$ cat config.mk
export PLATFORM = sky130hd
export DESIGN_NAME = serial_wide_adder_flat
export DESIGN_NICKNAME = d
export VERILOG_FILES = /design/src/rtl/serial_adder_pkg.sv /design/src/rtl/serial_wide_adder_if.sv /design/src/rtl/serial_wide_adder_bk8.sv /design/src/rtl/serial_wide_adder.sv /design/src/flat_wrapper.sv
export SDC_FILE = /design/constraint.sdc
export NUM_CORES = 1
export LEC_CHECK = 0
export ABC_AREA = 1
export CAP_MARGIN = 20
export CORE_UTILIZATION = 45
export CTS_CLUSTER_DIAMETER = 100
export DETAILED_ROUTE_END_ITERATION = 8
export PLACE_DENSITY_LB_ADDON = 0.05
export REMOVE_ABC_BUFFERS = 1
export SYNTH_ARGS = -nofsm -noshare
export SYNTH_HDL_FRONTEND = slang
export SYNTH_SLANG_ARGS = --single-unit
$ cat constraint.sdc
create_clock -name clk -period 3.7 [get_ports clk]
set_input_delay 0.555 -clock clk [delete_from_list [all_inputs] [get_ports clk]]
set_output_delay 0.555 -clock clk [all_outputs]
set_load 0.02 [all_outputs]
$ cat src/rtl/serial_adder_pkg.sv
// serial_adder_pkg: shared state encoding and byte width for the serial wide adder
package serial_adder_pkg;

    localparam int BYTE_W = 8;

    typedef enum logic [1:0] {
        IDLE = 2'd0,
        RUN  = 2'd1,
        DONE = 2'd2
    } state_t;

endpackage

$ cat src/rtl/serial_wide_adder_if.sv
// serial_wide_adder_if: request/result bundle between a requester and the serial adder
interface serial_wide_adder_if #(parameter int NBYTES = 4) ();

    logic                  start;
    logic [8*NBYTES-1:0]   A;
    logic [8*NBYTES-1:0]   B;
    logic                  busy;
    logic                  done;
    logic [8*NBYTES:0]     S;

    modport master (output start, A, B, input busy, done, S);
    modport slave  (input start, A, B, output busy, done, S);

endinterface

$ cat src/rtl/serial_wide_adder_bk8.sv
// BrentKung8b: 8-bit Brent-Kung prefix adder, S[8] is the carry-out
module BrentKung8b (
    input  logic [7:0] A,
    input  logic [7:0] B,
    output logic [8:0] S
);

    logic [7:0] g, p, c;
    logic g32, p32, g54, p54, g76, p76, g74, p74;

    assign g = A & B;
    assign p = A ^ B;

    assign g32 = g[3] | (p[3] & g[2]);
    assign p32 = p[3] & p[2];
    assign g54 = g[5] | (p[5] & g[4]);
    assign p54 = p[5] & p[4];
    assign g76 = g[7] | (p[7] & g[6]);
    assign p76 = p[7] & p[6];
    assign g74 = g76 | (p76 & g54);
    assign p74 = p76 & p54;

    assign c[0] = g[0];
    assign c[1] = g[1] | (p[1] & g[0]);
    assign c[3] = g32 | (p32 & c[1]);
    assign c[7] = g74 | (p74 & c[3]);
    assign c[5] = g54 | (p54 & c[3]);
    assign c[2] = g[2] | (p[2] & c[1]);
    assign c[4] = g[4] | (p[4] & c[3]);
    assign c[6] = g[6] | (p[6] & c[5]);

    assign S = {c[7], p[7:1] ^ c[6:0], p[0]};

endmodule

$ cat src/rtl/serial_wide_adder.sv
// serial_wide_adder: adds two NBYTES-wide operands one byte per cycle, LSB first
module serial_wide_adder
    import serial_adder_pkg::*;
#(
    parameter int NBYTES = 4
) (
    input  logic              clk,
    input  logic              rst,
    serial_wide_adder_if.slave bus
);

    localparam int W  = BYTE_W * NBYTES;
    localparam int CW = (NBYTES > 1) ? $clog2(NBYTES) : 1;

    state_t          state_q, state_d;
    logic [W-1:0]    a_q, a_d, b_q, b_d;
    logic [W:0]      s_q, s_d;
    logic            carry_q, carry_d;
    logic [CW-1:0]   cnt_q, cnt_d;
    logic [8:0]      sum0, sum1;

    BrentKung8b u_add_ab (.A(a_q[BYTE_W-1:0]), .B(b_q[BYTE_W-1:0]), .S(sum0));
    BrentKung8b u_add_ci (.A(sum0[BYTE_W-1:0]), .B({7'b0, carry_q}), .S(sum1));

    // one byte per RUN cycle; start is only honoured outside RUN
    always_comb begin
        state_d = state_q;
        a_d     = a_q;
        b_d     = b_q;
        s_d     = s_q;
        carry_d = carry_q;
        cnt_d   = cnt_q;
        if (state_q == RUN) begin
            a_d = a_q >> BYTE_W;
            b_d = b_q >> BYTE_W;
            s_d[BYTE_W*int'(cnt_q) +: BYTE_W] = sum1[BYTE_W-1:0];
            carry_d = sum0[8] | sum1[8];
            if (cnt_q == CW'(NBYTES - 1)) begin
                s_d[W]  = carry_d;
                state_d = DONE;
            end else begin
                cnt_d = cnt_q + 1'b1;
            end
        end else begin
            if (state_q == DONE) state_d = IDLE;
            if (bus.start) begin
                a_d     = bus.A;
                b_d     = bus.B;
                carry_d = 1'b0;
                cnt_d   = '0;
                state_d = RUN;
            end
        end
    end

    // state and datapath registers, reset wins over any start
    always_ff @(posedge clk) begin
        if (rst) begin
            state_q <= IDLE;
            a_q     <= '0;
            b_q     <= '0;
            s_q     <= '0;
            carry_q <= 1'b0;
            cnt_q   <= '0;
        end else begin
            state_q <= state_d;
            a_q     <= a_d;
            b_q     <= b_d;
            s_q     <= s_d;
            carry_q <= carry_d;
            cnt_q   <= cnt_d;
        end
    end

    assign bus.busy = (state_q == RUN);
    assign bus.done = (state_q == DONE);
    assign bus.S    = s_q;

endmodule

$ cat src/flat_wrapper.sv
// flat-port wrapper written by rule: the top's interface ports become plain ports
module serial_wide_adder_flat import serial_adder_pkg::*;
#(
    parameter int NBYTES = 4
)
  (clk, rst, bus_start, bus_A, bus_B, bus_busy, bus_done, bus_S);
  serial_wide_adder_if #(.NBYTES(NBYTES)) bus_i ();
  input  logic clk;
  input  logic rst;
  input wire logic [$bits(bus_i.start)-1:0] bus_start;
  input wire logic [$bits(bus_i.A)-1:0] bus_A;
  input wire logic [$bits(bus_i.B)-1:0] bus_B;
  output wire logic [$bits(bus_i.busy)-1:0] bus_busy;
  output wire logic [$bits(bus_i.done)-1:0] bus_done;
  output wire logic [$bits(bus_i.S)-1:0] bus_S;
  assign bus_i.start = bus_start;
  assign bus_i.A = bus_A;
  assign bus_i.B = bus_B;
  assign bus_busy = bus_i.busy;
  assign bus_done = bus_i.done;
  assign bus_S = bus_i.S;
  serial_wide_adder #(.NBYTES(NBYTES)) u_core (.clk(clk), .rst(rst), .bus(bus_i));
endmodule
Fig. 1: run 1, the metal 2 layer
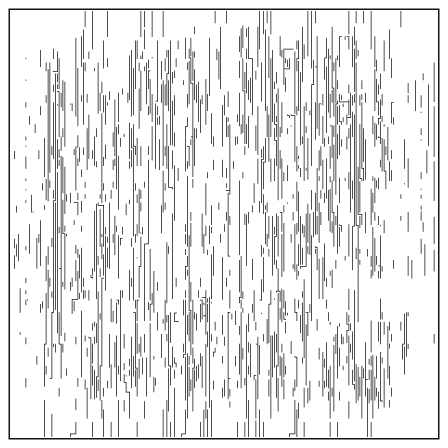
The wires run mostly vertical. The layer holds 48% of the routed length.
met2 track demand over resource in global routing: 0.385
routed wire length: 12100 µm
via count: 4568

Fig. 2: run 1, met1 routing
Supply wires on this layer in gray.
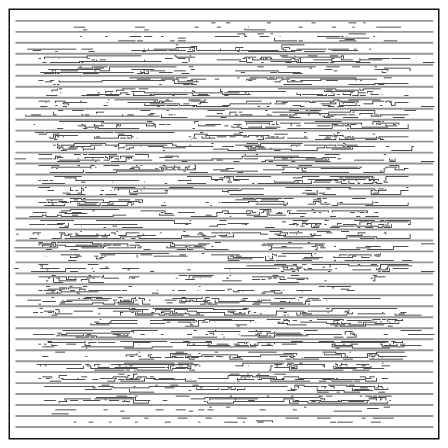
The longest straight run is 34.3 µm. The layer holds 47% of the routed length. The wires run mostly horizontal. 771 nets have wire on it. The layer carries 5690 µm of wire.
met1 Use GR: 0.291

Fig. 3: run 1, met3 routing
Scale bar: 20 µm. Cells faint in the background.
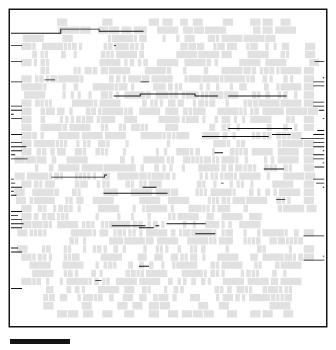
The layer holds 3.3% of the routed length. The layer carries 399 µm of wire.
met3 track demand over resource: 0.0411

run 1: power by group through the flow:
stage | clock, mW | sequential (mW) | combinational (mW)
2_1_floorplan | 0 | 1.21 | 0.241
4_1_cts | 0.709 | 1.19 | 0.432
3_3_place_gp | 0 | 1.21 | 0.422
3_5_place_dp | 0 | 1.21 | 0.430
5_1_grt | 0.755 | 1.20 | 0.483
6_report | 0.690 | 1.19 | 0.431
run 1: final cells by class:
cell class                      count  share of cell area
Clock buffer                       10              0.0207
Clock inverter                      5             0.00975
Inverter                          112              0.0683
Multi-Input combinational cell    432               0.368
Sequential cell                   102               0.332
Tap cell                          136              0.0276
Timing Repair Buffer              110               0.174
==> impl_metrics.env, run 1 <==
# implementation run metrics
export IMPL_aoi_share=0.144
export IMPL_worst_endpoint_required_ns=3.99
export IMPL_min_period_over_period=0.784
export IMPL_place_port_buffers=101
export IMPL_avgViaCountPerCell=5.04
export IMPL_muxShareOfSynthArea=0
export IMPL_worst_ir_drop_vdd_mv=0.199
export IMPL_grtUsageTotal=0.226
export IMPL_clkSinkCount=102
export IMPL_worst_slew_pin_slew_ns=0.959
export IMPL_drv_slew=0
export IMPL_drive_gt1_frac=0.0402
export IMPL_timing_hold_ws_ns=0.461
export IMPL_avgSynthCellArea_um2=7.16
export IMPL_met2_length_um=5850
export IMPL_top_logic_kind="simple AND/OR/NAND/NOR gates"
export IMPL_place_hpwl_um=8560
export IMPL_comb_area_mm2=0.00226
export IMPL_sequentialPowerShare=0.514
export IMPL_run_status="finished clean"
export IMPL_cts_resized=0
export IMPL_top_cell="sky130_fd_sc_hd__nand2_1"
export IMPL_postSynthCellCount=680
export IMPL_yosys_area_top_type="sky130_fd_sc_hd__dfxtp_1"
export IMPL_switching_share=0.289
export IMPL_final_core_util=0.591
export IMPL_number_of_register_bits_inferred_by_synthesis=102
export IMPL_finished_layout_cells=907
export IMPL_insertion_delay_ns=0.36
export IMPL_hold_violations=0
export IMPL_ys_seq_frac=0.419
export IMPL_grt_antenna_before_repair=0
export IMPL_post_route_m1_wl_um=5690
export IMPL_whs_endpoint="u_core.a_q[28]$_SDFFE_PP0P_"
export IMPL_dpl_instance_area_mm2=0.00597
export IMPL_final_nets=859
export IMPL_area_fraction_of_the_dominant_cell_type_after_synthesis=0.419
export IMPL_dp_worst_setup_slack_ns=0.814
export IMPL_cpPeakStageDelay_ns=0.43
export IMPL_clock_skew_ns=0.0134
export IMPL_ys_cells=680
export IMPL_clock_power_share=0.299
export IMPL_clock_root_buffer="sky130_fd_sc_hd__clkbuf_8"
==> inputs of run 2 (changes only) <==
Clock period 3.7 ns to 2.76 ns, I/O delays scaled along.
Fig. 4: run 2, met1 routing
Supply wires on this layer in gray.
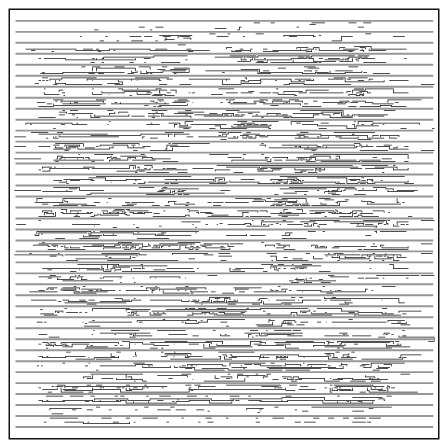
The wires run mostly horizontal. The longest straight run is 33.6 µm. The layer carries 5610 µm of wire.
met1 Use GR: 0.295
routed wire length: 11900 µm
via count: 4528

Fig. 5: run 2, met3 routing
Scale bar: 20 µm. Cells faint in the background.
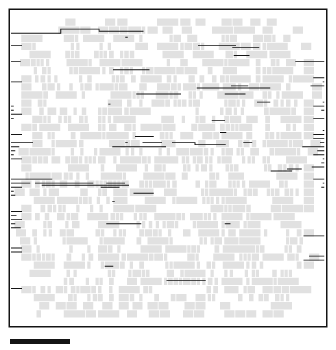
71 nets have wire on it. The wires run mostly horizontal. The layer holds 3.9% of the routed length. The layer carries 460 µm of wire.
met3 track demand over resource: 0.0307

Fig. 6: run 2, the metal 2 layer
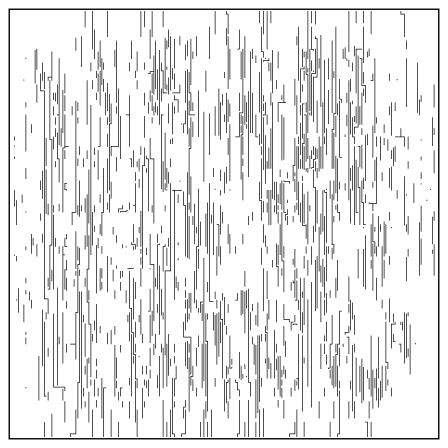
674 nets have wire on it. The layer carries 5680 µm of wire.
met2 track demand over resource in global routing: 0.387

==> impl_metrics.env, run 2 <==
# implementation run metrics
export IMPL_cpPeakStageDelay_ns=0.43
export IMPL_clock_root_buffer="sky130_fd_sc_hd__clkbuf_8"
export IMPL_grt_antenna_before_repair=0
export IMPL_avgViaCountPerCell=4.98
export IMPL_worst_ir_drop_vdd_mv=0.266
export IMPL_whs_endpoint="u_core.b_q[29]$_SDFFE_PP0P_"
export IMPL_finished_layout_cells=910
export IMPL_yosys_area_top_type="sky130_fd_sc_hd__dfxtp_1"
export IMPL_comb_area_mm2=0.00235
export IMPL_place_port_buffers=101
export IMPL_grtUsageTotal=0.229
export IMPL_place_hpwl_um=8510
export IMPL_clock_skew_ns=0.0135
export IMPL_avgSynthCellArea_um2=7.16
export IMPL_dpl_instance_area_mm2=0.00598
export IMPL_number_of_register_bits_inferred_by_synthesis=102
export IMPL_post_route_m1_wl_um=5610
export IMPL_postSynthCellCount=680
export IMPL_clkSinkCount=102
export IMPL_insertion_delay_ns=0.37
export IMPL_area_fraction_of_the_dominant_cell_type_after_synthesis=0.419
export IMPL_top_cell="sky130_fd_sc_hd__nand2_1"
export IMPL_drive_gt1_frac=0.0853
export IMPL_worst_slew_pin_slew_ns=0.696
export IMPL_top_logic_kind="simple AND/OR/NAND/NOR gates"
export IMPL_run_status="finished clean"
## run 2: layout make-up
class,count,area share
sequential,102,0.325
clock inverter,3,0.00677
multi-input combinational,432,0.374
clock buffer,12,0.0263
tap,136,0.0271
inverter,112,0.0669
timing repair buffer,113,0.174
## run 2: repair_timing
item,in CTS,in global routing
hold buffers,0,0
endpoints found under the setup margin,6,10
pin swaps,1,13
hold endpoints to repair,0,0
resized,4,29
setup buffers,0,1
## run 2: power by group
part | total (mW) | internal, mW | leakage [nW] | switching (mW)
sequential | 1.59 | 1.55 | 0.834 | 0.0428
combinational | 0.600 | 0.246 | 1.90 | 0.355
clock | 0.982 | 0.487 | 0.104 | 0.494
total | 3.17 | 2.28 | 2.84 | 0.892
Power figures rest on the tool's default switching activity, not on a simulated workload.
